**config.mk**
```make
export PLATFORM = sky130hd
export DESIGN_NAME = bsr_chain_router
export DESIGN_NICKNAME = d
export VERILOG_FILES = /design/src/rtl/jtag_pkg.sv /design/src/rtl/bsr_bypass_cell.sv /design/src/rtl/bsr_chain_router.sv
export SDC_FILE = /design/constraint.sdc
export NUM_CORES = 1
export LEC_CHECK = 0
export CAP_MARGIN = 20
export CORE_MARGIN = 2
export CORE_UTILIZATION = 35
export CTS_CLUSTER_DIAMETER = 200
export DETAILED_ROUTE_END_ITERATION = 10
export PLACE_DENSITY = 0.79
export SYNTH_ARGS = -nofsm -noshare
export SYNTH_HDL_FRONTEND = slang
export SYNTH_SLANG_ARGS = --single-unit
```
**constraint.sdc**
```tcl
create_clock -name i_clk -period 2.2 [get_ports i_clk]
set_input_delay 0.44 -clock i_clk [delete_from_list [all_inputs] [get_ports i_clk]]
set_output_delay 0.44 -clock i_clk [all_outputs]
set_load 0.05 [all_outputs]
```
**src/rtl/jtag_pkg.sv**
```systemverilog
// Shared types and constants for the boundary-scan chain router.
package jtag_pkg;

    // Router FSM states.
    typedef enum logic [1:0] {
        BYPASS = 2'd0,
        ACTIVE = 2'd1,
        DRAIN  = 2'd2,
        BREAK  = 2'd3
    } bsr_rtr_state_t;

    // Value loaded into the bypass register on capture.
    localparam logic BYP_CAPTURE_VAL = 1'b0;

endpackage : jtag_pkg

```
**src/rtl/bsr_bypass_cell.sv**
```systemverilog
// Single-bit bypass register: capture loads a fixed value, shift loads tdi.
module bsr_bypass_cell
    import jtag_pkg::*;
(
    input  logic i_clk,
    input  logic i_reset,
    input  logic i_en,
    input  logic i_capture,
    input  logic i_shift,
    input  logic i_tdi,
    output logic o_q
);

    logic r_q;

    // Capture has priority over shift; the cell only moves while enabled.
    always_ff @(posedge i_clk) begin
        if (i_reset) begin
            r_q <= 1'b0;
        end else if (i_en) begin
            if (i_capture) begin
                r_q <= BYP_CAPTURE_VAL;
            end else if (i_shift) begin
                r_q <= i_tdi;
            end
        end
    end

    assign o_q = r_q;

endmodule : bsr_bypass_cell

```
**src/rtl/bsr_chain_router.sv**
```systemverilog
// Routes TAP strobes and TDO between the TAP and CHAIN_NUM boundary-scan chains,
// switching break-before-make through DRAIN and BREAK so no chain changes mid-shift.
module bsr_chain_router
    import jtag_pkg::*;
#(
    parameter int unsigned CHAIN_NUM = 4,
    parameter int unsigned SEL_WIDTH = $clog2(CHAIN_NUM)
) (
    input  logic                 i_clk,
    input  logic                 i_reset,
    input  logic [SEL_WIDTH-1:0] i_sel_in,
    input  logic                 i_sel_load,
    input  logic                 i_shift_en,
    input  logic                 i_capture_en,
    input  logic                 i_update_en,
    input  logic                 i_tdi,
    input  logic [CHAIN_NUM-1:0] i_chain_tdo,
    output logic [CHAIN_NUM-1:0] o_chain_sel,
    output logic [CHAIN_NUM-1:0] o_chain_shift_en,
    output logic [CHAIN_NUM-1:0] o_chain_capture_en,
    output logic [CHAIN_NUM-1:0] o_chain_update_en,
    output logic                 o_tdo,
    output logic [SEL_WIDTH-1:0] o_active_sel,
    output logic                 o_bypass_active,
    output logic                 o_sel_busy,
    output logic                 o_sel_err
);

    // One extra bit so the range check never wraps when CHAIN_NUM is a power of two.
    localparam int unsigned LP_CMP_W = SEL_WIDTH + 1;
    localparam logic [LP_CMP_W-1:0] LP_CHAIN_LIMIT = LP_CMP_W'(CHAIN_NUM);
    localparam logic [CHAIN_NUM-1:0] LP_ONE = {{(CHAIN_NUM-1){1'b0}}, 1'b1};

    bsr_rtr_state_t r_state;
    bsr_rtr_state_t w_state_nxt;

    logic [SEL_WIDTH-1:0] r_pending;
    logic [SEL_WIDTH-1:0] w_pending_nxt;
    logic [CHAIN_NUM-1:0] r_chain_sel;
    logic [CHAIN_NUM-1:0] w_chain_sel_nxt;
    logic [SEL_WIDTH-1:0] r_active_sel;
    logic [SEL_WIDTH-1:0] w_active_sel_nxt;
    logic                 r_bypass_active;
    logic                 r_sel_busy;
    logic                 r_sel_err;
    logic                 w_sel_err_nxt;
    logic                 r_tdo;
    logic                 w_tdo_nxt;

    logic                 w_strobe_any;
    logic                 w_pending_in_range;
    logic [CHAIN_NUM-1:0] w_pending_onehot;
    logic                 w_byp_q;

    assign w_strobe_any       = i_shift_en | i_capture_en | i_update_en;
    assign w_pending_in_range = ({1'b0, r_pending} < LP_CHAIN_LIMIT);
    assign w_pending_onehot   = LP_ONE << r_pending;

    bsr_bypass_cell u_bypass (
        .i_clk     (i_clk),
        .i_reset   (i_reset),
        .i_en      (r_bypass_active),
        .i_capture (i_capture_en),
        .i_shift   (i_shift_en),
        .i_tdi     (i_tdi),
        .o_q       (w_byp_q)
    );

    // Next-state, selection and TDO source decode.
    always_comb begin
        w_state_nxt      = r_state;
        w_pending_nxt    = r_pending;
        w_chain_sel_nxt  = r_chain_sel;
        w_active_sel_nxt = r_active_sel;
        w_sel_err_nxt    = 1'b0;
        w_tdo_nxt        = 1'b0;

        case (r_state)
            BYPASS: begin
                w_tdo_nxt = w_byp_q;
                if (i_sel_load) begin
                    w_pending_nxt = i_sel_in;
                    w_state_nxt   = DRAIN;
                end
            end
            ACTIVE: begin
                w_tdo_nxt = i_chain_tdo[r_active_sel];
                if (i_sel_load) begin
                    w_pending_nxt = i_sel_in;
                    w_state_nxt   = DRAIN;
                end
            end
            DRAIN: begin
                // Old route stays live; a drain out of bypass keeps feeding the bypass bit.
                w_tdo_nxt = r_bypass_active ? w_byp_q : i_chain_tdo[r_active_sel];
                if (!w_strobe_any) begin
                    w_state_nxt      = BREAK;
                    w_chain_sel_nxt  = '0;
                    w_active_sel_nxt = '0;
                end
            end
            BREAK: begin
                if (w_pending_in_range) begin
                    w_state_nxt      = ACTIVE;
                    w_chain_sel_nxt  = w_pending_onehot;
                    w_active_sel_nxt = r_pending;
                end else begin
                    w_state_nxt   = BYPASS;
                    w_sel_err_nxt = 1'b1;
                end
            end
            default: begin
                w_state_nxt      = BYPASS;
                w_chain_sel_nxt  = '0;
                w_active_sel_nxt = '0;
            end
        endcase
    end

    // State and registered outputs.
    always_ff @(posedge i_clk) begin
        if (i_reset) begin
            r_state         <= BYPASS;
            r_pending       <= '0;
            r_chain_sel     <= '0;
            r_active_sel    <= '0;
            r_bypass_active <= 1'b1;
            r_sel_busy      <= 1'b0;
            r_sel_err       <= 1'b0;
            r_tdo           <= 1'b0;
        end else begin
            r_state         <= w_state_nxt;
            r_pending       <= w_pending_nxt;
            r_chain_sel     <= w_chain_sel_nxt;
            r_active_sel    <= w_active_sel_nxt;
            r_bypass_active <= (w_chain_sel_nxt == '0);
            r_sel_busy      <= (w_state_nxt == DRAIN) || (w_state_nxt == BREAK);
            r_sel_err       <= w_sel_err_nxt;
            r_tdo           <= w_tdo_nxt;
        end
    end

    assign o_chain_sel        = r_chain_sel;
    assign o_chain_shift_en   = {CHAIN_NUM{i_shift_en}}   & r_chain_sel;
    assign o_chain_capture_en = {CHAIN_NUM{i_capture_en}} & r_chain_sel;
    assign o_chain_update_en  = {CHAIN_NUM{i_update_en}}  & r_chain_sel;
    assign o_tdo              = r_tdo;
    assign o_active_sel       = r_active_sel;
    assign o_bypass_active    = r_bypass_active;
    assign o_sel_busy         = r_sel_busy;
    assign o_sel_err          = r_sel_err;

endmodule : bsr_chain_router

```
==> job_summary.md <==
## Synthesis and layout report

| Metric | Value |
|---|---|
| Run status | finished, final reports clean |
| Mean number of vias per cell | around 4.7 |
| Post-Place Cells | 129 |
| Flop pwr share | between 50% and 60% |
| Placement Cell Area | about 1100 um^2 |
| Die height | roughly 46 um |
| Yosys stat chip area | 631.9 um^2 |
| Hold_sp | u_bypass.o_q |
| Dominant Register Cell | dfxtp_1 |
| Startpoint Class | flop |
| Initial Utilization | 37.00% |
| Vias in the first global route | between 500 and 600 |
| Sequential share of the synthesized area | between 40% and 50% |
| Skew final | approximately 0.003 ns |
| Layout cells sized above 1 | 18.52% |
| Worst EP arrival | roughly 1.5 ns |
| Die width | roughly 46 um |
| Initial antenna violation count | 0 |
| Top logic family | simple AND/OR/NAND/NOR gates |
| Comb power | around 0.000067 W |
| Hold Fails Final Rpt | 0 |
| Seq. pwr | 0.000252 W |
| Worst setup path category | reg -> out |
| Setup ws final | 0.2408 ns |
| Clk pwr share | between 30 and 40% |
| CORE AREA | between 1500 and 2000 um^2 |
| Clock Network Area Fraction | approximately 2.4% |
| Met2 usage | 22.78% |
| Delay-heaviest family, CP | buffers and inverters |
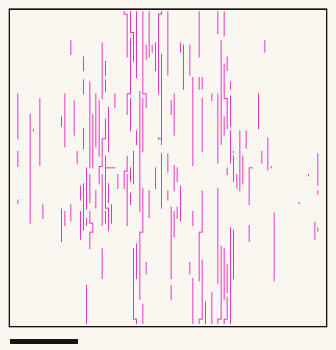
*The metal 2 layer*
The bar under the picture is 10 um long.
longest straight run	17.7 um
share of all routed wire	49%

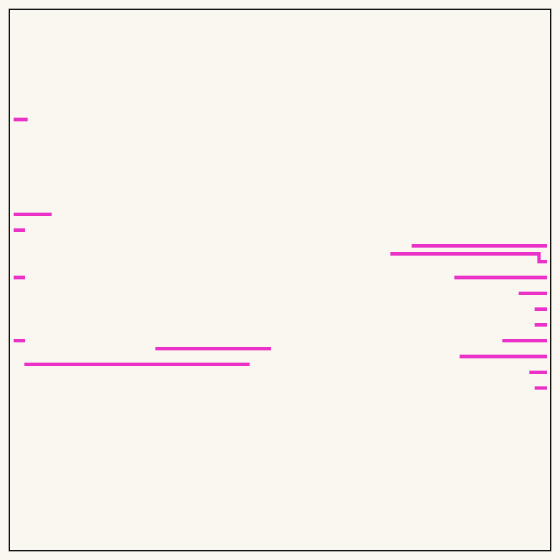
*Signal wires on met3*
nets with wire on the layer	16
wire length on this layer	84.2 um
longest straight run	19.1 um

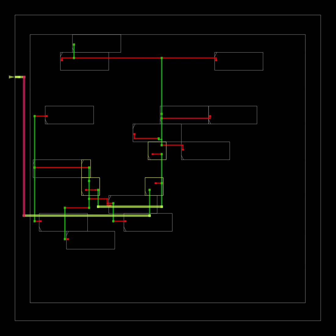
*Clock routing*
total of clock buffers placed in the layout: 4
flop count: 13
CTS Buf Count: 3
clock-net power: 0.000144 W

Power figures rest on the tool's default switching activity, not on a simulated workload.
